[src/rtl/seg_scan_ctrl.sv]
// Time-multiplexed seven-segment scan driver with blanking mask,
// 16-level PWM brightness, guard gap and frame-synchronous capture.
module seg_scan_ctrl #(
    parameter int DIGITS         = 6,
    parameter int SEG_W          = 8,
    parameter int CLK_FREQ       = 50000000,
    parameter int SCAN_FREQ      = 200,
    parameter int GUARD          = 2,
    parameter int SEL_ACTIVE_LOW = 1,
    parameter int SEG_ACTIVE_LOW = 1
) (
    input  logic                      clk,
    input  logic                      rstn,
    input  logic                      en,
    input  logic [3:0]                bright,
    input  logic [DIGITS-1:0]         digit_en,
    input  logic [DIGITS*SEG_W-1:0]   seg_data_in,
    output logic [DIGITS-1:0]         seg_sel,
    output logic [SEG_W-1:0]          seg_data,
    output logic [3:0]                digit_idx,
    output logic                      frame_start
);

    localparam int DWELL = CLK_FREQ / (SCAN_FREQ * DIGITS);
    localparam int TW    = (DWELL > 1) ? $clog2(DWELL) : 1;
    localparam int IW    = (DIGITS > 1) ? $clog2(DIGITS) : 1;

    localparam logic [DIGITS-1:0] SEL_OFF = (SEL_ACTIVE_LOW != 0) ? '1 : '0;
    localparam logic [SEG_W-1:0]  SEG_OFF = (SEG_ACTIVE_LOW != 0) ? '1 : '0;
    localparam logic [31:0]       WIN     = 32'(DWELL - GUARD);
    localparam logic [31:0]       G       = 32'(GUARD);

    generate
        if (DWELL <= GUARD + 1) begin : g_bad_dwell
            $error("seg_scan_ctrl: DWELL must exceed GUARD+1");
        end
    endgenerate

    logic [TW-1:0]           t;
    logic [IW-1:0]           idx;
    logic [DIGITS*SEG_W-1:0] shadow_data;
    logic [DIGITS-1:0]       shadow_mask;
    logic [3:0]              b;

    logic                    last_t;
    logic                    last_idx;
    logic                    frame;
    logic [31:0]             on_len;
    logic [31:0]             t32;
    logic                    lit;
    logic [SEG_W-1:0]        cur_seg;
    logic [DIGITS-1:0]       onehot;
    logic                    cur_mask;

    assign last_t   = (t == TW'(DWELL - 1));
    assign last_idx = (idx == IW'(DIGITS - 1));
    assign frame    = (idx == '0) && (t == '0);
    assign t32      = 32'(t);

    // 32-bit product keeps (DWELL-GUARD)*16 from overflowing for any sane DWELL
    assign on_len   = (WIN * ({28'd0, b} + 32'd1)) >> 4;

    always_comb begin
        cur_seg  = '0;
        onehot   = '0;
        cur_mask = 1'b0;
        for (int i = 0; i < DIGITS; i++) begin
            if (IW'(i) == idx) begin
                cur_seg   = shadow_data[i*SEG_W +: SEG_W];
                onehot[i] = 1'b1;
                cur_mask  = shadow_mask[i];
            end
        end
    end

    assign lit = en && cur_mask && (t32 >= G) && (t32 < G + on_len);

    always_ff @(posedge clk or negedge rstn) begin
        if (!rstn) begin
            t           <= '0;
            idx         <= '0;
            shadow_data <= '0;
            shadow_mask <= '0;
            b           <= '0;
            seg_sel     <= SEL_OFF;
            seg_data    <= SEG_OFF;
            digit_idx   <= '0;
            frame_start <= 1'b0;
        end else begin
            if (last_t) begin
                t   <= '0;
                idx <= last_idx ? '0 : idx + IW'(1);
            end else begin
                t <= t + TW'(1);
            end

            frame_start <= frame;
            if (frame) begin
                shadow_data <= seg_data_in;
                shadow_mask <= digit_en;
            end

            if (t == '0)
                b <= bright;

            if (lit) begin
                seg_sel  <= (SEL_ACTIVE_LOW != 0) ? ~onehot : onehot;
                seg_data <= (SEG_ACTIVE_LOW != 0) ? ~cur_seg : cur_seg;
            end else begin
                seg_sel  <= SEL_OFF;
                seg_data <= SEG_OFF;
            end

            digit_idx <= 4'(idx);
        end
    end

endmodule

[config.mk]
export PLATFORM = sky130hd
export DESIGN_NAME = seg_scan_ctrl
export DESIGN_NICKNAME = d
export VERILOG_FILES = /design/src/rtl/seg_scan_ctrl.sv
export SDC_FILE = /design/constraint.sdc
export NUM_CORES = 1
export LEC_CHECK = 0
export ABC_CLOCK_PERIOD_IN_PS = 5000
export CORE_MARGIN = 2
export CORE_UTILIZATION = 50
export DETAILED_ROUTE_END_ITERATION = 10
export PLACE_DENSITY = 0.77
export SETUP_SLACK_MARGIN = 0.4
export SYNTH_ARGS = -nofsm -noshare
export SYNTH_HDL_FRONTEND = slang
export SYNTH_SLANG_ARGS = --single-unit
[constraint.sdc]
create_clock -name clk -period 5 [get_ports clk]
set_clock_uncertainty 0.2 [all_clocks]
set_input_delay 1 -clock clk [delete_from_list [all_inputs] [get_ports clk]]
set_output_delay 1 -clock clk [all_outputs]
set_load 0.01 [all_outputs]
Run 1, metal 3:
Scale: 2 px per um. Cells faint in the background.
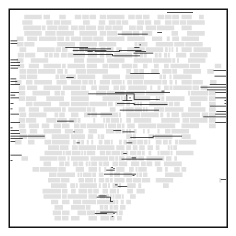
The layer carries 602 um of wire. The longest straight run is 27.1 um. The layer holds 4.8% of the routed length. 70 nets have wire on it. The wires run mostly horizontal.
vias: 3865
Post-Route WL: 12500 um
grt met3 use: 0.0422

Run 1, routing congestion map:
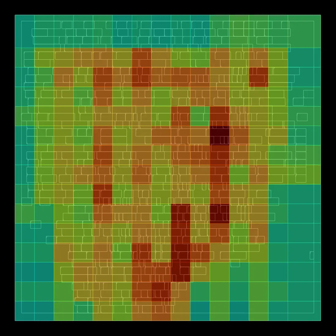
routing usage on met1: 0.291
final core occ: 0.635

Run 1, routed metal, one color a layer:
Scale: 2 px per um.
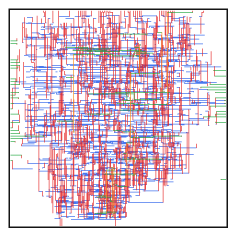
Key: met4 = orange [wire length 273 um]; met2 = red [wire length 5980 um]; met3 = green [wire length 602 um]; met1 = blue [wire length 5690 um]
DR WL/cell: 18.3 um
GRT Util Overall: 0.210

==> results.sh, run 1 <==
# implementation run metrics
export IMPL_reg2reg_depth=20
export IMPL_fin_crit_sh=0.906
export IMPL_use_met2=0.332
export IMPL_fmax_mhz=221
export IMPL_ys_cells=454
export IMPL_drt_iter0_markers=231
export IMPL_comb_area_um2=3000
export IMPL_tritoncts="built"
export IMPL_placed_area_um2=6300
export IMPL_warning_count=30
export IMPL_cts_repair_resized=11
export IMPL_coreArea_um2=10700
export IMPL_drv_slew=0
export IMPL_place_gp_congestion=0.866
export IMPL_netlist_instances=454
export IMPL_hold_viol=0
export IMPL_setup_viol=0
export IMPL_area_leaders="dfrtp_1 37%, mux2_4 14%, ha_1 9.2%, dfstp_2 6.8%, xnor2_1 3.2%"
export IMPL_cts_made_buffers=9
export IMPL_powerClk_w=0.000532
export IMPL_areaGrowthSynthToFinish_pct=25.1
export IMPL_fp_nets=558
export IMPL_synthSimpleGateAreaFrac=0.0949
export IMPL_diodes=0
export IMPL_die_w_um=108
export IMPL_final_common_cell="dfrtp_1"
export IMPL_setup_tns_ns=0
export IMPL_lay_top_cells="80 x dfrtp_1, 77 x clkdlybuf4s50_1, 49 x mux2_4"
export IMPL_root_buffer="clkbuf_8"
export IMPL_ys_sh_xor=0.0493
export IMPL_hpwl_um=8580
export IMPL_path_cells="buf_6 -> nand3_4 -> xnor2_1 -> ha_1 -> inv_1 -> fa_1 -> inv_2 -> ha_4 -> nand4b_1 -> a21oi_2 -> o21ai_1 -> and3b_1 -> a211oi_2 -> ha_1 -> a21o_1 -> a211o_1 -> a21oi_2 -> a41o_1 -> buf_6 -> o2111ai_2"
export IMPL_synth_cell_area_um2=5430
export IMPL_pg_comb_w=0.000349
export IMPL_async_flop_share=1.00
export IMPL_r2r_start="b[0]$_DFFE_PN0N_"
export IMPL_fp_util=0.508
export IMPL_status="finished, final reports clean"
export IMPL_max_cap_violations=0
export IMPL_grt_max_degree=61
export IMPL_pwr_share_clk=0.313
export IMPL_holdPathStages=1
export IMPL_cp_endpoint="seg_sel[1]$_DFF_PN1_"
export IMPL_busiest_layer="met2"
export IMPL_slew_headroom=0.301
export IMPL_yosys_area_um2=5430
export IMPL_path_buffers=4
export IMPL_htree_num_levels=3
export IMPL_ctsHoldBuffers=0
export IMPL_wl_met1_um=5690
export IMPL_post_cts_buffers=2
export IMPL_common_cells="81 x dfrtp_1, 49 x mux2_4, 40 x ha_1"
export IMPL_combPwrFrac=0.206
export IMPL_yosysMostFrequentCell="dfrtp_1"
export IMPL_grt_first_pass_wirelength_um=19000
export IMPL_synth_avg_cell_area_um2=12.0
export IMPL_yosysTopAreaCell="dfrtp_1"
export IMPL_start_kind="register"
export IMPL_power_frac_seq=0.481
export IMPL_r2r_slack_ns=0.47
export IMPL_remaining_drc_errors=0
export IMPL_ys_seq_frac=0.441
export IMPL_p_sw_frac=0.280
export IMPL_aoi_share=0.115
export IMPL_overflow=0
export IMPL_numSynthFlops=95
export IMPL_tightest_slew_ns=1.05
export IMPL_peakVddDrop_mv=0.147
export IMPL_critPathTopFamily="AND-OR/OR-AND gates"
export IMPL_clkLatencyLatePin_ns=0.38
export IMPL_yosys_warnings=0
export IMPL_regArea_um2=2400
export IMPL_io_pins=80
export IMPL_p_int_w=0.00122
export IMPL_p_seq_w=0.000816
export IMPL_ys_sh_adder=0.103
export IMPL_path_class="register to register"
export IMPL_max_stage_delay_ns=0.51
export IMPL_cp_depth=20
export IMPL_hold_path_startpoint="shadow_mask[0]$_DFFE_PN0P_"
export IMPL_synth_main_ff_cell="dfrtp_1"
export IMPL_edf_count=0
export IMPL_power_density_nw_per_um2=250
export IMPL_nFillCells=824
export IMPL_holdPathEnd="shadow_mask[0]$_DFFE_PN0P_"
export IMPL_viasPerCell=5.63
export IMPL_leakagePower_nw=3.09
export IMPL_clk_pin_slew_ns=0.10
export IMPL_rows=38
export IMPL_grt_pass1_vias=3862
export IMPL_crit_arrival_ns=4.60
export IMPL_regMostFlops="shadow_data"
export IMPL_met2_length_um=5980
export IMPL_hold_path_class="register to register"
export IMPL_io_buffer_count=78
export IMPL_dr_wl_met3_um=602
export IMPL_crit_slowest_cell="fa_1"
export IMPL_largest_reg_flops=48
export IMPL_power_switching_w=0.000475
export IMPL_dieHeight_um=108
export IMPL_firstDrtPassIters=4
export IMPL_layout_drive_gt1_share=0.247
export IMPL_logic_family="multiplexers"
export IMPL_cp_max_fo=7
export IMPL_synth_cell_types=54
export IMPL_final_area_um2=6800
export IMPL_critPathRequiredTime_ns=5.07
export IMPL_clk_path_buf_depth=2
export IMPL_reg_largest_list="shadow_data: 48 flops, t: 16 flops, seg_data: 8 flops"
export IMPL_yosysTopAreaCellShare=0.373
export IMPL_r2r_end="seg_sel[1]$_DFF_PN1_"
export IMPL_numClockSinks=95
export IMPL_p_total_w=0.00170
export IMPL_nets=646
export IMPL_endpoint_kind="register"
export IMPL_min_period_ns=4.53
export IMPL_power_leader="sequential cells"
export IMPL_crit_start="b[0]$_DFFE_PN0N_"
export IMPL_chipArea_um2=11700
export IMPL_topRoutingLayerUsed="met4"
export IMPL_antenna_found_initial=0
export IMPL_ant_nets=0
export IMPL_synth_area_mux_share=0.158
export IMPL_rsz0062_at_grt="no"
==> run 1: metrics by stage <==
step                hold slack [ns]  setup slack [ns]  instances
floorplan                     0.152             0.403        454
global placement              0.287             0.365        657
detailed placement            0.288             0.242        657
CTS                           0.316             0.408        676
global route                  0.332             0.284        687
finish                        0.317             0.469        687
==> run 1: area by class of cell <==
class / instances / share of cell area
repair buffers: 97 / 0.138
well taps: 140 / 0.0258
clock inverters: 7 / 0.0120
inverters: 21 / 0.0122
flip-flops and latches: 95 / 0.353
multi-input cells: 318 / 0.442
clock buffers: 9 / 0.0182
==> run 1 -> run 2 <==
Settings changed: MAX_ROUTING_LAYER set to met4, PLACE_DENSITY 0.77 to 0.76.
Run 2, clock network drawn from the DEF:
Scale: 3 px per um.
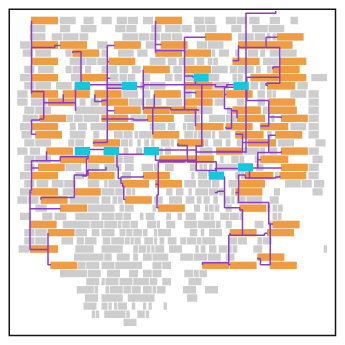
Key: cells driving clock nets = cyan [count 9]; flip-flops = orange [count 95]; clock wires = purple [length 1050 um]
There are 10 routed clock nets.
Power Clock: 0.000536 W
clock share of power: 0.319

Run 2, routing congestion map:
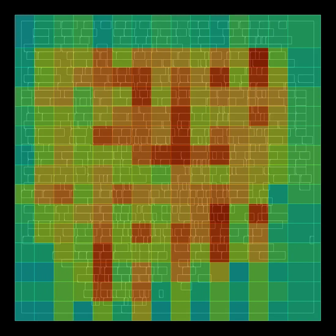
routing usage on met1: 0.304
grt met3 use: 0.0398
DR WL/cell: 17.7 um

Run 2, routed metal, one color a layer:
Scale: 2 px per um.
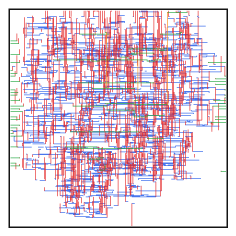
Key: met3 = green [wire length 541 um]; met1 = blue [wire length 5640 um]; met4 = orange [wire length 98.6 um]; met2 = red [wire length 5780 um]

==> results.sh, run 2 <==
# implementation run metrics
export IMPL_dp_cells=657
export IMPL_chipArea_um2=11700
export IMPL_area_leaders="dfrtp_1 37%, mux2_4 14%, ha_1 9.2%, dfstp_2 6.8%, xnor2_1 3.2%"
export IMPL_regMostFlops="shadow_data"
export IMPL_fp_nets=558
export IMPL_yosysTopAreaCell="dfrtp_1"
export IMPL_ant_nets=0
export IMPL_use_met2=0.337
export IMPL_drt_iter0_markers=274
export IMPL_yosys_area_um2=5430
export IMPL_layout_drive_gt1_share=0.242
export IMPL_io_pins=80
export IMPL_hold_path_startpoint="idx[2]$_DFFE_PN0N_"
export IMPL_r2r_end="seg_sel[0]$_DFF_PN1_"
export IMPL_cp_depth=20
export IMPL_cp_max_fo=7
export IMPL_p_seq_w=0.000816
export IMPL_lay_top_cells="80 x dfrtp_1, 77 x clkdlybuf4s50_1, 49 x mux2_4"
export IMPL_diodes=0
export IMPL_warning_count=31
export IMPL_cp_endpoint="seg_sel[0]$_DFF_PN1_"
export IMPL_grt_util_all_layers=0.218
export IMPL_peakVddDrop_mv=0.206
export IMPL_max_stage_delay_ns=0.51
export IMPL_setup_viol=0
export IMPL_viasPerCell=5.64
export IMPL_rsz0062_at_grt="yes"
export IMPL_path_cells="buf_6 -> nand3_4 -> xnor2_4 -> ha_4 -> inv_2 -> fa_1 -> inv_2 -> ha_4 -> nand4b_1 -> a21oi_2 -> o21ai_2 -> and3b_1 -> a211oi_2 -> ha_1 -> a21o_1 -> a211o_1 -> a21oi_1 -> a41o_1 -> buf_6 -> o2111ai_2"
export IMPL_remaining_drc_errors=0
export IMPL_reg_largest_list="shadow_data: 48 flops, t: 16 flops, seg_data: 8 flops"
export IMPL_start_kind="register"
export IMPL_critPathRequiredTime_ns=5.05
export IMPL_yosysTopAreaCellShare=0.373
export IMPL_pg_comb_w=0.000329
export IMPL_wl_um=12100
export IMPL_ctsHoldBuffers=0
export IMPL_nFillCells=817
export IMPL_worst_slack_ns=0.536
export IMPL_vias=3839
export IMPL_rows=38
export IMPL_nets=640
export IMPL_ys_cells=454
export IMPL_hpwl_um=8720
export IMPL_yosys_warnings=0
export IMPL_async_flop_share=1.00
export IMPL_areaGrowthSynthToFinish_pct=24.5
export IMPL_power_switching_w=0.000453
export IMPL_numClockSinks=95
export IMPL_htree_num_levels=3
export IMPL_p_total_w=0.00168
export IMPL_grt_max_degree=68
export IMPL_p_sw_frac=0.269
export IMPL_common_cells="81 x dfrtp_1, 49 x mux2_4, 40 x ha_1"
export IMPL_grt_first_pass_wirelength_um=19300
export IMPL_grt_pass1_vias=3843
export IMPL_power_frac_seq=0.485
export IMPL_status="finished, final reports clean"
export IMPL_firstDrtPassIters=4
export IMPL_met2_length_um=5780
export IMPL_tritoncts="built"
export IMPL_wl_met1_um=5640
export IMPL_cts_repair_resized=13
export IMPL_min_period_ns=4.46
export IMPL_place_gp_congestion=0.845
export IMPL_path_buffers=4
export IMPL_topRoutingLayerUsed="met4"
export IMPL_io_buffer_count=78
export IMPL_path_class="register to register"
export IMPL_overflow=0
export IMPL_die_w_um=108
export IMPL_leakagePower_nw=3.07
export IMPL_r2r_slack_ns=0.54
export IMPL_final_area_um2=6760
export IMPL_hold_path_class="register to register"
export IMPL_critPathTopFamily="AND-OR/OR-AND gates"
export IMPL_r2r_start="b[0]$_DFFE_PN0N_"
export IMPL_root_buffer="clkbuf_8"
export IMPL_synth_avg_cell_area_um2=12.0
export IMPL_synth_main_ff_cell="dfrtp_1"
export IMPL_setup_tns_ns=0
export IMPL_crit_arrival_ns=4.51
export IMPL_endpoint_kind="register"
export IMPL_clk_path_buf_depth=2
export IMPL_max_cap_violations=0
export IMPL_numSynthFlops=95
export IMPL_post_cts_buffers=2
export IMPL_synth_cell_area_um2=5430
export IMPL_antenna_found_initial=0
export IMPL_place_ws_ns=0.207
export IMPL_holdPathStages=0
export IMPL_cts_made_buffers=9
export IMPL_busiest_layer="met2"
export IMPL_p_int_w=0.00123
export IMPL_final_common_cell="dfrtp_1"
export IMPL_tightest_slew_ns=1.09
export IMPL_dieHeight_um=108
export IMPL_slew_headroom=0.274
export IMPL_reg2reg_depth=20
export IMPL_edf_count=0
export IMPL_power_density_nw_per_um2=249
export IMPL_drv_slew=0
export IMPL_netlist_instances=454
export IMPL_hold_worst_slack_ns=0.263
export IMPL_clkLatencyLatePin_ns=0.36
export IMPL_hold_viol=0
export IMPL_crit_slowest_cell="fa_1"
export IMPL_placed_area_um2=6300
export IMPL_postLayoutCoreUtil=0.632
export IMPL_power_leader="sequential cells"
export IMPL_combPwrFrac=0.196
export IMPL_largest_reg_flops=48
export IMPL_coreArea_um2=10700
export IMPL_clk_pin_slew_ns=0.10
export IMPL_crit_start="b[0]$_DFFE_PN0N_"
export IMPL_synth_cell_types=54
==> run 2: cell counts after synthesis <==
No cell type changed its count.
==> run 2: cell families (layout without fill, tap and decap cells) <==
logic type               Yosys count  in the layout  synth area share
AND-OR/OR-AND                     89             89             0.115
XOR/XNOR                          29             29            0.0493
adder cells (fa/ha/maj)           43             43             0.103
buffers and inverters             41            128            0.0378
flip-flops                        95             95             0.441
multiplexers                      60             60             0.158
other                              1              1          0.000690
AND/OR/NAND/NOR                   96             96            0.0949
==> run 2: cell type report <==
type,count,area [um2],share of cell area
clock inverter,6,77.6,0.0115
multi-input combinational,318,3000,0.444
tap,140,175,0.0259
sequential,95,2400,0.354
clock buffer,10,138,0.0204
timing repair buffer,91,887,0.131
inverter,21,82.6,0.0122
No activity file was given, so power comes from the tool's default toggle rates.
